**src/rtl/debounce_edge_gpi_core.sv**
```systemverilog
// Synchronized, debounced W-bit GPI slot with W1C rise/fall pending registers.
// Define DB_GPI_DEBOUNCE_EN for per-bit debounce counters and the PRD register.
module debounce_edge_gpi_core #(
  parameter int          W          = 8,
  parameter logic [15:0] DB_DEFAULT = 16'd50000
) (
  input  logic         clk,
  input  logic         reset_n,
  input  logic         cs,
  input  logic         read,
  input  logic         write,
  input  logic [4:0]   addr,
  input  logic [31:0]  wr_data,
  output logic [31:0]  rd_data,
  input  logic [W-1:0] din,
  output logic         irq
);

  localparam logic [4:0] A_DATA = 5'd0;
  localparam logic [4:0] A_RISE = 5'd1;
  localparam logic [4:0] A_FALL = 5'd2;
  localparam logic [4:0] A_IEN  = 5'd3;
  localparam logic [4:0] A_PRD  = 5'd4;

  logic [W-1:0] s1_q, s2_q;
  logic [W-1:0] db_q, db_d, dbp_q;
  logic [W-1:0] rise_q, rise_d;
  logic [W-1:0] fall_q, fall_d;
  logic [W-1:0] rien_q, rien_d;
  logic [W-1:0] fien_q, fien_d;
  logic [W-1:0] rise_set, fall_set;
  logic [W-1:0] rise_clr, fall_clr;
  logic         irq_q, irq_d;
  logic         we;
  logic [15:0]  prd_rd;
  logic         unused_ok;

  assign we = cs & write;

`ifdef DB_GPI_DEBOUNCE_EN
  logic [15:0]        prd_q, prd_d;
  logic [15:0]        peff_m1;
  logic [W-1:0][15:0] cnt_q, cnt_d;

  assign unused_ok = ^{read, wr_data};
  assign prd_rd    = prd_q;

  // P=0 behaves as P=1; >= ends a count overtaken by a smaller P
  assign peff_m1 = (prd_q == 16'd0) ? 16'd0 : prd_q - 16'd1;

  always_comb begin
    prd_d = prd_q;
    if (we && addr == A_PRD) prd_d = wr_data[15:0];
  end

  always_comb begin
    cnt_d = cnt_q;
    db_d  = db_q;
    for (int i = 0; i < W; i++) begin
      if (s2_q[i] == db_q[i]) begin
        cnt_d[i] = 16'd0;
      end else if (cnt_q[i] >= peff_m1) begin
        db_d[i]  = s2_q[i];
        cnt_d[i] = 16'd0;
      end else begin
        cnt_d[i] = cnt_q[i] + 16'd1;
      end
    end
  end

  always_ff @(posedge clk or negedge reset_n) begin
    if (!reset_n) begin
      prd_q <= DB_DEFAULT;
      cnt_q <= '0;
    end else begin
      prd_q <= prd_d;
      cnt_q <= cnt_d;
    end
  end
`else
  assign unused_ok = ^{read, wr_data, DB_DEFAULT};
  assign prd_rd    = 16'd0;
  assign db_d      = s2_q;
`endif

  assign rise_set = db_q & ~dbp_q;
  assign fall_set = ~db_q & dbp_q;

  assign rise_clr = (we && addr == A_RISE) ? wr_data[W-1:0] : '0;
  assign fall_clr = (we && addr == A_FALL) ? wr_data[W-1:0] : '0;

  // set wins over a same-cycle W1C
  assign rise_d = (rise_q & ~rise_clr) | rise_set;
  assign fall_d = (fall_q & ~fall_clr) | fall_set;

  assign rien_d = (we && addr == A_IEN) ? wr_data[W-1:0] : rien_q;
  assign fien_d = (we && addr == A_IEN) ? wr_data[16+W-1:16] : fien_q;

  assign irq_d = |((rise_q & rien_q) | (fall_q & fien_q));

  always_ff @(posedge clk or negedge reset_n) begin
    if (!reset_n) begin
      s1_q   <= '0;
      s2_q   <= '0;
      db_q   <= '0;
      dbp_q  <= '0;
      rise_q <= '0;
      fall_q <= '0;
      rien_q <= '0;
      fien_q <= '0;
      irq_q  <= 1'b0;
    end else begin
      s1_q   <= din;
      s2_q   <= s1_q;
      db_q   <= db_d;
      dbp_q  <= db_q;
      rise_q <= rise_d;
      fall_q <= fall_d;
      rien_q <= rien_d;
      fien_q <= fien_d;
      irq_q  <= irq_d;
    end
  end

  always_comb begin
    rd_data = '0;
    unique case (addr)
      A_DATA: rd_data[W-1:0] = db_q;
      A_RISE: rd_data[W-1:0] = rise_q;
      A_FALL: rd_data[W-1:0] = fall_q;
      A_IEN: begin
        rd_data[W-1:0]     = rien_q;
        rd_data[16+W-1:16] = fien_q;
      end
      A_PRD:   rd_data[15:0] = prd_rd;
      default: rd_data = '0;
    endcase
  end

  assign irq = irq_q;

endmodule

```
**config.mk**
```make
export PLATFORM = sky130hd
export DESIGN_NAME = debounce_edge_gpi_core
export DESIGN_NICKNAME = d
export VERILOG_FILES = /design/src/rtl/debounce_edge_gpi_core.sv
export SDC_FILE = /design/constraint.sdc
export NUM_CORES = 1
export LEC_CHECK = 0
export CORE_AREA = 3 3 119 75
export CTS_CLUSTER_DIAMETER = 100
export DETAILED_ROUTE_END_ITERATION = 7
export DIE_AREA = 0 0 122 78
export GPL_ROUTABILITY_DRIVEN = 0
export PLACE_DENSITY = 0.69
export SYNTH_ARGS = -nofsm -noshare
export SYNTH_HDL_FRONTEND = slang
export SYNTH_SLANG_ARGS = --single-unit
```
**constraint.sdc**
```tcl
create_clock -name clk -period 2 [get_ports clk]
set_input_delay 0.4 -clock clk [delete_from_list [all_inputs] [get_ports clk]]
set_output_delay 0.4 -clock clk [all_outputs]
set_load 0.03 [all_outputs]
```
==> run notes <==
Notes on the physical implementation.

- The startpoint of the most critical register-to-register path is rise_q[3], for reference.
- Relative to the synthesized area, the layout overhead comes to 38.89%.
- The share of the core area taken by cells at floorplan is between 30% and 40%.
- The number of sinks on the clock net is 65, for reference.
- Across the run, the number of max-cap violations was 0.
- The first global-routing pass estimated a little over 10000 um of wire.
- Per the timing report, the most critical flop-to-flop path finishes at irq.
- Post-route period utilization is reported as approximately 98%.
- The analysis reports a worst IR drop on VDD of between 0.4 and 0.5 mV.
- The tool warning count for the run is roughly 43.
- Per the post-synthesis stats, the area per cell is ~13 um2.
- The root buffer selected by CTS is clkbuf_16, for reference.
- From bottom edge to top edge, the die measures around 78 um.
- The sum of overflow across all layers after global routing is 0, for reference.
- The instance tally after logic synthesis is approximately 200, for reference.
- The number of flip-flops and latches in the synthesized netlist is approximately 65, for reference.
- Once detailed placement completed, the half-perimeter wirelength came to roughly 4400 um.
- The power density normalized to cell area is between 900 and 1000 nW/um2, for reference.
- The number of cells on the worst reg-to-reg path is 3.
- The largest fanout on the critical path is 4, for reference.
- Summed over its instances, the top area cell type makes up around 60% of the synthesized netlist area.
- The worst setup path is captured at a primary output.
- The commonest non-fill, non-tap cell in the layout is dfrtp_1, for reference.
- The setup-violating endpoint count in the final report is 0, for reference.
- The horizontal die size is 122 um, for reference.
- For this run, the chip area from Yosys synthesis comes to 2731 um2.
- The number of remaining DRC errors is 0, for reference.
- The placement report lists the number of port buffers as just under 50.
- The area of the multi-input gates is approximately 950 um2, for reference.
- The most critical min-delay path falls under flip-flop to flip-flop.
- According to the finish report, the design has a final net count of 326.
- The share of post-route cells with drive strength above 1 is a little over a quarter, for reference.
- Setup repair after global routing left no endpoint under its margin.
- By area the synthesized netlist is led by dfrtp_1 (60%), mux2_2 (6.6%), mux2i_1 (5.9%).
- The pin count of the biggest net entering global routing is 60, for reference.
- Ranking logic cells in the layout by count gives the top entries dfrtp_1 (65), clkdlybuf4s50_1 (27), buf_4 (27).
- The clock latency on the worst-skew pair is about 330 ps, for reference.
- The antenna cell count is 0, for reference.
- The post-synthesis cell count from yosys is a little over 200, for reference.
- The cell depth of the worst hold path is 0, for reference.
- Detailed-route iteration 0 reported a violation count of around 150.
- STA on the placed design reports a worst setup slack of -260.9 ps.
- Per the post-route antenna check, the number of violating nets is 0.
- The TritonCTS clock tree is yes, for reference.
- The clock arrives with 4.135 ps of skew.
- The registers of the reported paths see a clock transition of roughly 50 ps.
- The highest attainable clock frequency is approximately 510 MHz, for reference.
- The number of antenna violations at the first check in global routing came to 0.
- The required time at the worst endpoint is listed as roughly 1600 ps.
- The run finished with clean final reports.
- The number of warnings reported in the yosys synthesis log is 0, for reference.
- In the hold report, the worst path ends at db_d[4].
- According to the timing report, the arrival time at the worst endpoint equals 1550 ps.
- The clock tree buffer depth is 2, for reference.
- After synthesis the cells add up to between 2000 and 3000 um2.
- The leakage power figure is 1.739 nW, for reference.
- The final hold violation count is 0, for reference.
- Counting pins that exceed their max-slew limit in the final report gives 0.
- The clock H-tree reported by CTS has 3 levels.
worst max-delay path, cell delays in order:
cell and delay (ps):
dlygate4sd2_1 270, nor4b_4 290, buf_6 160, buf_4 120, and3_1 160, buf_4 150
area by class of cell:
| type | instances | area share (%) |
|---|---|---|
| inverters | 8 | 0.7916 |
| clock buffers | 11 | 6.662 |
| clock inverters | 5 | 2.045 |
| flip-flops and latches | 65 | 42.88 |
| repair buffers | 71 | 19.06 |
| well taps | 108 | 3.562 |
| multi-input cells | 121 | 25.00 |
how the worst max path moves through the flow:
stage	startpoint	to	slack [ps]	cells after the start
final	addr[2]	rd_data[22]	50	6
after global routing	addr[4]	rd_data[0]	8	5
after CTS	addr[0]	rd_data[2]	8	6
after detailed placement	addr[4]	rd_data[0]	-260	5
after global placement	addr[4]	rd_data[0]	-270	5
after floorplan	addr[0]	rd_data[0]	300	5
synth_stat cells, drive strengths merged:
cell type and count:
and3 9, or2 1, a221o 8, a221oi 4
nor2 1, inv 8, clkbuf 3, nand3 8
nor2b 8, o2bb2ai 8, nor4b 1, buf 21
mux2 16, nand4 1, nand4b 1, dfrtp 65
nand2b 1, a22o 4, nor4 1, and2 9
o22ai 8, mux2i 16, conb 1
timing repair:
item / in CTS / in global routing
gates cloned: 1 / 0
endpoints found under the setup margin: 16 / 10
setup buffers: 2 / 0
resized: 8 / 3
pin swaps: 0 / 1
hold buffers: 1 / 0
hold endpoints to repair: 6 / 0
flip-flops by register name, summed over array words and instances, names as in the netlist:
register,flops
irq,1
rien_q,8
dbp_q,8
s1_q,8
db_q,8
rise_q,8
db_d,8
fall_q,8
fien_q,8
report_power, final:
part	leakage, nW	switching, mW	internal, mW	total (mW)
logic	0.842	0.197	0.198	0.395
registers	0.735	0.0542	1.40	1.45
clock network	0.162	0.548	1.15	1.70
total	1.74	0.799	2.75	3.55
per-stage QoR:
step	power, mW	TNS (ps)	instances	hold WS (ps)	area (um2)
after global routing	3.695	0	389	347.6	3794
after CTS	3.590	0	389	347.9	3790
after global placement	1.848	-6347	369	250.1	3388
after detailed placement	1.856	-7228	369	249.1	3388
final	3.548	0	389	343.8	3794
after floorplan	1.686	0	218	104.4	2788
layer usage:
layer | vias to the layer above | GRT usage, % | wire length, um
li1 | 858 | - | -
met4 | 0 | 3.691 | 52
met2 | 58 | 21.86 | 2976
met5 | - | 0 | 0
met3 | 5 | 7.502 | 461
met1 | 935 | 19.09 | 2939
kinds of logic (layout without fill, tap and decap cells):
group	after synthesis	count (layout)	synth area share [%]
flip-flops	65	65	59.55
other	1	16	0.1373
AND/OR/NAND/NOR	41	41	9.895
buffers and inverters	32	95	8.062
multiplexers	32	32	12.46
AND-OR/OR-AND	32	32	9.895
**Gate-type map**

Scale bar: 20 um.
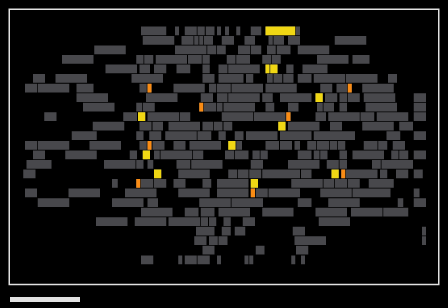
Key: inv cells = orange [cells 8]; nor cells = yellow [cells 11]

**Placed standard cells**

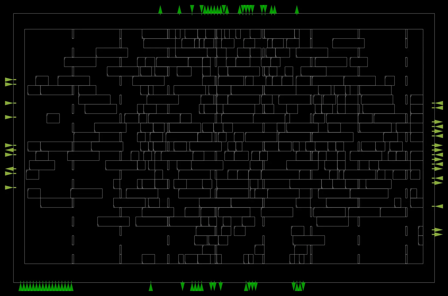
area of the core: 7851 um2
filler instances: 713
count of flip-flops and latches: 65
register share of the cell area: 42.88%
Finished Layout Cells: 389

**Placed cells, one color a class**

Scale bar: 20 um. Fill, decap, tap and diode cells in gray.
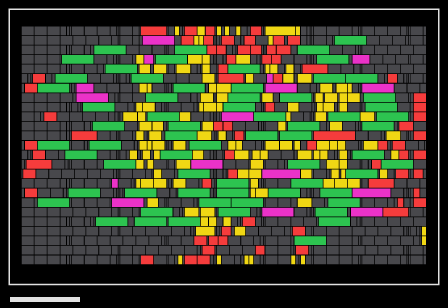
Key: remaining buffers and delay cells = red [cells 71, share of their area 20%]; sequential cells = green [cells 65, share of their area 44%]; clock drivers and dummy loads = magenta [cells 16, share of their area 9.0%]; remaining logic cells = yellow [cells 129, share of their area 27%]
Layout Utilization: 48.32%
placement row count: 25

**Met1 routing**

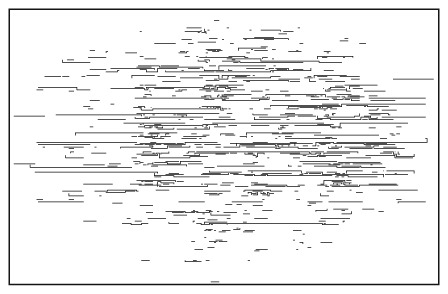
The layer holds 46% of the routed length. 266 nets have wire on it. The wires run mostly horizontal. The layer carries 2940 um of wire. The longest straight run is 35.0 um.
Global Route met1 Usage: 19.09%
detailed-route wire length: 6430 um
Vias: 1856

**Wiring by layer**

Scale bar: 20 um.
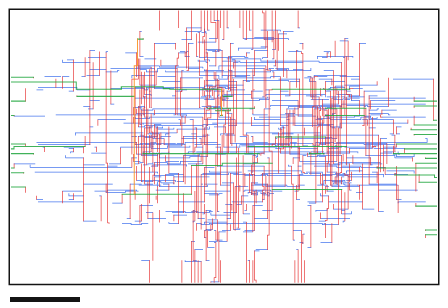
Key: M4 = orange [wire length 52.6 um]; M3 = green [wire length 462 um]; M2 = red [wire length 2980 um]; M1 = blue [wire length 2940 um]
routed wirelength normalized by instance count: 16.53 um
GR Util All Layers: 14.73%

No activity file was given, so power comes from the tool's default toggle rates.
